==> config.mk <==
export PLATFORM = sky130hd
export DESIGN_NAME = i2c_init_sequencer
export DESIGN_NICKNAME = d
export VERILOG_FILES = /design/src/rtl/i2c_init_sequencer.sv
export SDC_FILE = /design/constraint.sdc
export NUM_CORES = 1
export LEC_CHECK = 0
export CAP_MARGIN = 10
export CORE_ASPECT_RATIO = 1.1
export CORE_MARGIN = 5
export CORE_UTILIZATION = 36
export DETAILED_ROUTE_END_ITERATION = 8
export DONT_BUFFER_PORTS = 1
export PLACE_DENSITY = 0.6
export SETUP_SLACK_MARGIN = 0.4
export SYNTH_ARGS = -nofsm -noshare
export SYNTH_HDL_FRONTEND = slang
export SYNTH_SLANG_ARGS = --single-unit
==> constraint.sdc <==
create_clock -name clk -period 2.9 [get_ports clk]
set_input_delay 0.58 -clock clk [delete_from_list [all_inputs] [get_ports clk]]
set_output_delay 0.58 -clock clk [all_outputs]
set_load 0.02 [all_outputs]
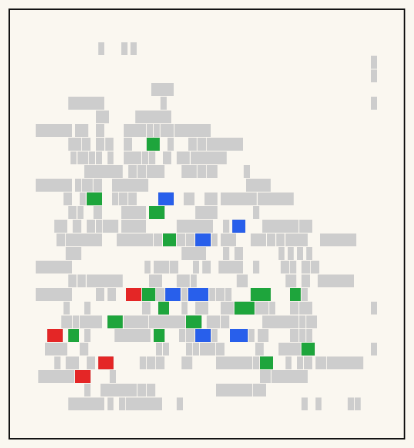
*Selected gate families, run 1*
Key: xor and xnor cells = red [cells 4, where bottom left]; and/or cells = green [cells 15]; non-inverting ao/oa cells = blue [cells 7]
Comb/total area: 56.3%
most instantiated logic cell after routing: dfxtp_1
final std cells w/o fill: 289

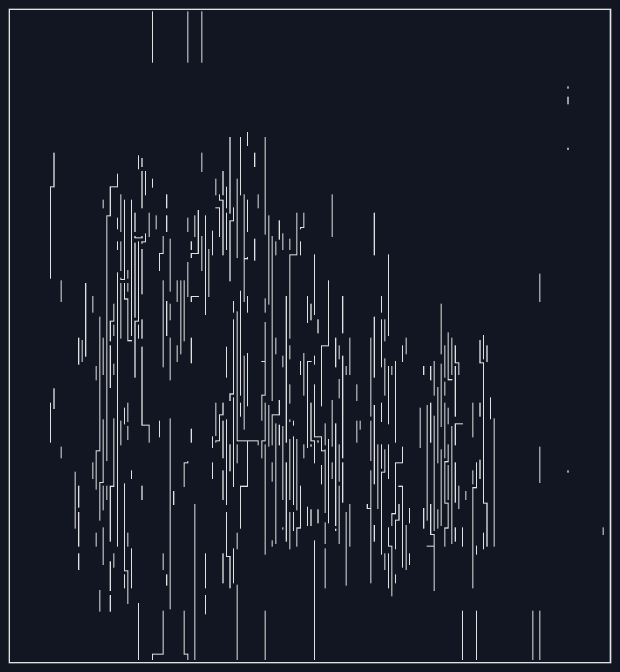
*Signal wires on met2, run 1*
The longest straight run is 35.7 um. The layer carries 1830 um of wire. 186 nets have wire on it.
total number of vias: 1573
met2 track demand over resource in global routing: 18.7%
final wirelength: 3940 um

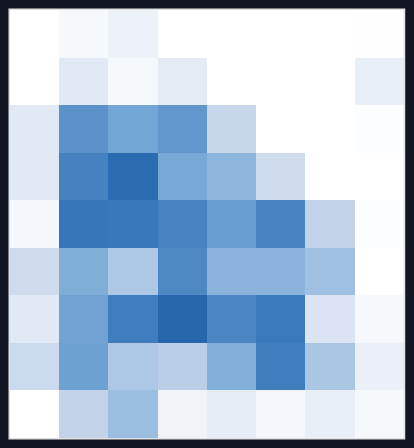
*Placement density heat map, run 1*
8 x 9 tiles, from white (low) to dark blue (high), 0 to 100% covered.
25% of the tiles are nearly empty. The densest ninth of the die: middle. 2.8% of the tiles are over 75% full. The emptiest ninth of the die: top right. The mean over all tiles is 27%.
core box area: 0.00500 mm2
fp util: 37.0%
Core Util, Final: 37.9%

==> flow_metrics.env, run 1 <==
# source this file to load flow results
export IMPL_timing_max_cap_violations=0
export IMPL_cp_arrival_ps=2400
export IMPL_finalSetupViolations=0
export IMPL_largest_register_ff_count=10
export IMPL_ys_cells=230
export IMPL_nFillCells=517
export IMPL_worst_ir_drop_vdd_mv=0.293
export IMPL_mux_area_share_pct=0.541
export IMPL_enable_flop_cells=0
export IMPL_power_density_mw_per_mm2=679
export IMPL_floorplan_rows=27
export IMPL_wl_per_cell_um=13.6
export IMPL_post_cts_resized_instances=0
export IMPL_commonest_cells_after_routing_fill_and_taps_aside="dfxtp_1, nor2_1, a21oi_1, nand2_1, conb_1"
export IMPL_distinct_lib_cells_used=53
export IMPL_synth_area_leader_cell="dfxtp_1"
export IMPL_cp_required_ps=3090
export IMPL_grt_antenna_before_repair=0
export IMPL_area_growth_synth_to_final_pct=2.37
export IMPL_synth_comb_largest_family="simple AND/OR/NAND/NOR gates"
export IMPL_rsz0062_at_grt="false"
export IMPL_worstHoldPathType="primary input to flip-flop"
export IMPL_buffers_on_ports=0
export IMPL_synth_area_yosys_mm2=0.00185
export IMPL_post_detailed_route_via_to_cell_ratio=5.44
export IMPL_tritoncts="yes"
export IMPL_warnings=28
export IMPL_clockRootBuffer="clkbuf_8"
export IMPL_worst_slew_pin_slew_ps=593
export IMPL_overflow=0
export IMPL_cts_setup_buffers=0
export IMPL_pin_count=27
export IMPL_holdWs_ps=366
export IMPL_layout_worst_path_cycle_share_pct=76.2
export IMPL_share_comb_of_total_power_pct=28.2
export IMPL_dominantRegCellSynth="dfxtp_1"
export IMPL_preCtsSetupSlack_ps=749
export IMPL_maximum_number_of_pins_on_one_net_before_global_route_repair=26
export IMPL_number_of_cells_on_the_worst_reg_to_reg_path=5
export IMPL_ant_nets=0
export IMPL_worstSetupPathType="flip-flop to flip-flop"
export IMPL_synth_cellmix_adderShare_pct=3.38
export IMPL_timing_final_ws_setup_ps=692
export IMPL_die_y_um=85.2
export IMPL_timing_fmax_mhz=453
export IMPL_worst_slew_margin_rel_pct=60.0
export IMPL_insertedDiodeCount=0
export IMPL_run_status="finished, final reports clean"
-- run 1: metrics by stage --
stage	instances	utilization, %	cell area [um2]
floorplan	244	-	1900
global placement	281	36.1	1800
detailed placement	281	36.1	1800
CTS	289	37.9	1890
global route	289	37.9	1890
finish	289	37.9	1890
-- run 1: synth_stat cells, drive strengths merged, types with 4 or more instances --
master and instances:
a31oi 9, o21ai 12, ha 5, or3 4
clkbuf 6, a21oi 22, or4 5, buf 18
dfxtp 30, nand2 20, inv 11, xnor2 4
nand3 6, nor2 24, nor3 12
-- run 1: final cells by class --
class | instances | area, um2 | share of cell area (%)
Clock buffer | 7 | 86.3 | 4.56
Clock inverter | 1 | 5.00 | 0.264
Inverter | 11 | 41.3 | 2.18
Multi-Input combinational cell | 179 | 1070 | 56.3
Sequential cell | 30 | 601 | 31.7
Tap cell | 58 | 72.6 | 3.83
Timing Repair Buffer | 3 | 22.5 | 1.19
-- run 1: critical path, cell delays in order (launching register included) --
cell and delay, ps:
dfxtp_1 600, or3b_1 520, a31oi_4 330, a31oi_1 150, or4_1 450, o31ai_1 70
-- run 1: power by group through the flow --
stage	Combinational [mW]	Clock [mW]	Sequential [mW]
2_1_floorplan	0.364	0	0.535
3_3_place_gp	0.361	0	0.585
3_5_place_dp	0.358	0	0.584
4_1_cts	0.359	0.362	0.575
5_1_grt	0.412	0.387	0.588
6_report	0.363	0.347	0.575
-- run 1: layer usage --
metal | GRT usage (%) | wire (um) | share of wire [%] | up-vias
li1 | - | - | - | 807
met1 | 16.1 | 1880 | 48 | 724
met2 | 18.7 | 1830 | 46 | 38
met3 | 3.08 | 195 | 4.9 | 4
met4 | 4.93 | 38 | 0.96 | 0
met5 | 0 | 0 | 0 | -
### Metal layers overlaid, run 1

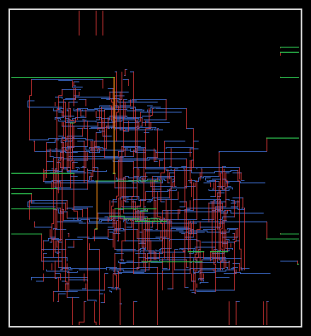

==> inputs of run 2 (changes only) <==
==> constraint.sdc (replaced) <==
create_clock -name clk -period 2.3 [get_ports clk]
set_input_delay 0.46 -clock clk [delete_from_list [all_inputs] [get_ports clk]]
set_output_delay 0.46 -clock clk [all_outputs]
set_load 0.02 [all_outputs]
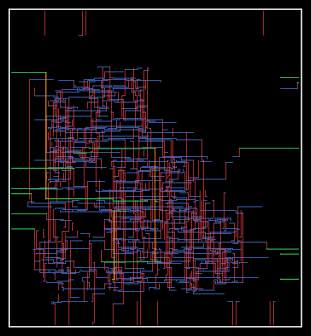
*Metal layers overlaid, run 2*
Key: metal 3 = green [wire length 167 um]; metal 4 = orange [wire length 83.0 um]; metal 1 = blue [wire length 1990 um]; metal 2 = red [wire length 2000 um]
final wirelength: 4240 um
detail-routed net length per standard cell: 14.0 um
global-route usage over all layers: 13.0%
total number of vias: 1653

==> run 2 against run 1 <==
Compared with the run above: non-clock buffer count grew 14; synthesized cell count unchanged; sequential power rose by 19%.
==> flow_metrics.env, run 2 <==
# source this file to load flow results
export IMPL_timing_fmax_mhz=534
export IMPL_seq_cell_power_mw=0.685
export IMPL_synth_area_yosys_mm2=0.00185
export IMPL_clockRootBuffer="clkbuf_8"
export IMPL_yosys_cell_count_top_type="dfxtp_1"
export IMPL_layout_worst_path_cycle_share_pct=81.4
export IMPL_number_of_cells_on_the_worst_reg_to_reg_path=6
export IMPL_critical_path_top_delay_family="simple AND/OR/NAND/NOR gates"
export IMPL_synth_top_cells_by_area="dfxtp_1, buf_4, a21oi_1, nor2_1, nand2_1"
export IMPL_placeableCoreArea_mm2=0.00500
export IMPL_area_growth_synth_to_final_pct=11.5
export IMPL_worst_ir_drop_vdd_mv=0.563
export IMPL_commonest_cells_after_routing_fill_and_taps_aside="nor2_1, a21oi_1, dfxtp_1, nand2_1, buf_4"
export IMPL_netlist_area_leader_share_pct=32.5
export IMPL_cp_arrival_ps=2080
export IMPL_cp_num_cells=6
export IMPL_die_y_um=85.2
export IMPL_finalSetupViolations=0
export IMPL_timing_max_cap_violations=0
export IMPL_critPathSlowestCell="or4_1"
export IMPL_floorplan_rows=27
export IMPL_worstSetupPathType="flip-flop to flip-flop"
export IMPL_crit_path_max_fanout=5
export IMPL_post_detailed_route_via_to_cell_ratio=5.46
export IMPL_dominantRegCellSynth="dfxtp_1"
export IMPL_overflow=0
export IMPL_rsz0062_at_grt="true"
export IMPL_report_final_hold_viol_count=0
export IMPL_grt_antenna_before_repair=0
export IMPL_critical_path_buf_inv_count=1
export IMPL_ant_nets=0
export IMPL_worstHoldPathType="primary input to flip-flop"
export IMPL_enable_flop_cells=0
export IMPL_power_largest_group="registers"
export IMPL_cp_cell_sequence="ha_4 > inv_2 > or3_4 > a22o_1 > or4_1 > a21oi_1"
export IMPL_power_density_mw_per_mm2=841
export IMPL_pg_clk_mw=0.439
export IMPL_largest_register_ff_count=10
export IMPL_initial_utilization_pct=37.0
export IMPL_cp_slowest_stage_delay_ps=470
export IMPL_pg_comb_mw=0.612
export IMPL_maximum_number_of_pins_on_one_net_before_global_route_repair=26
export IMPL_warnings=29
export IMPL_pin_count=27
export IMPL_ys_cells=230
export IMPL_share_comb_of_total_power_pct=35.3
export IMPL_insertedDiodeCount=0
export IMPL_tritoncts="yes"
export IMPL_final_layout_top_logic_cell="nor2_1"
export IMPL_grt_first_pass_wirelength_um=7040
export IMPL_synth_area_leader_cell="dfxtp_1"
export IMPL_seq_power_share_pct=39.5
export IMPL_cp_required_ps=2510
export IMPL_run_status="finished, final reports clean"
==> run 2: cell counts after synthesis <==
No cell type changed its count.
==> run 2: per-stage QoR <==
stage / hold slack (ps) / setup slack (ps) / instance area [um2] / utilization, % / std cells
after global placement: 458 / 313 / 1890 / 37.8 / 289
after global routing: 222 / 376 / 2060 / 41.3 / 303
after floorplan: 439 / 478 / 1930 / - / 244
after CTS: 227 / 410 / 2010 / 40.1 / 300
after detailed placement: 461 / 302 / 1890 / 37.8 / 289
final: 236 / 428 / 2060 / 41.3 / 303
==> run 2: cells by family after synthesis <==
group,Yosys count,share of synthesized area (%)
AOI/OAI and AO/OA,66,23.4
xor gates and xnor gates,4,1.89
adders and majority gates,5,3.38
buffers and inverters,35,12.8
DFF,30,32.5
muxes,1,0.541
other,1,0.203
and+or+nand+nor,88,25.4
==> run 2: what timing repair did <==
action / in CTS / in global routing
cloned: 0 / 0
gates resized: 2 / 11
pin swaps: 2 / 2
setup buffers: 3 / 3
endpoints found under the setup margin: 6 / 14
==> run 2: metal layers <==
layer	track usage, %	part of all wire (%)
met1	15.7	47
met3	3.82	3.9
met4	5.56	1.9
met5	0	0
met2	21.3	47
==> run 2: worst reg2reg max path: cells and delay by family, from the launching register on <==
family | cells | cell delay [ps]
AOI/OAI and AO/OA | 2 | 370
adders and majority gates | 1 | 150
buffers and inverters | 1 | 40
DFF | 1 | 370
and+or+nand+nor | 2 | 870
==> run 2: final cells by class <==
| type | instances | area (um2) |
|---|---|---|
| Fill cell | 521 | 2940 |
| Multi-Input combinational cell | 179 | 1110 |
| Sequential cell | 30 | 616 |
| Timing Repair Buffer | 17 | 128 |
| Clock buffer | 7 | 86.3 |
| Tap cell | 58 | 72.6 |
| Inverter | 11 | 41.3 |
| Clock inverter | 1 | 5.00 |
Power figures rest on the tool's default switching activity, not on a simulated workload.
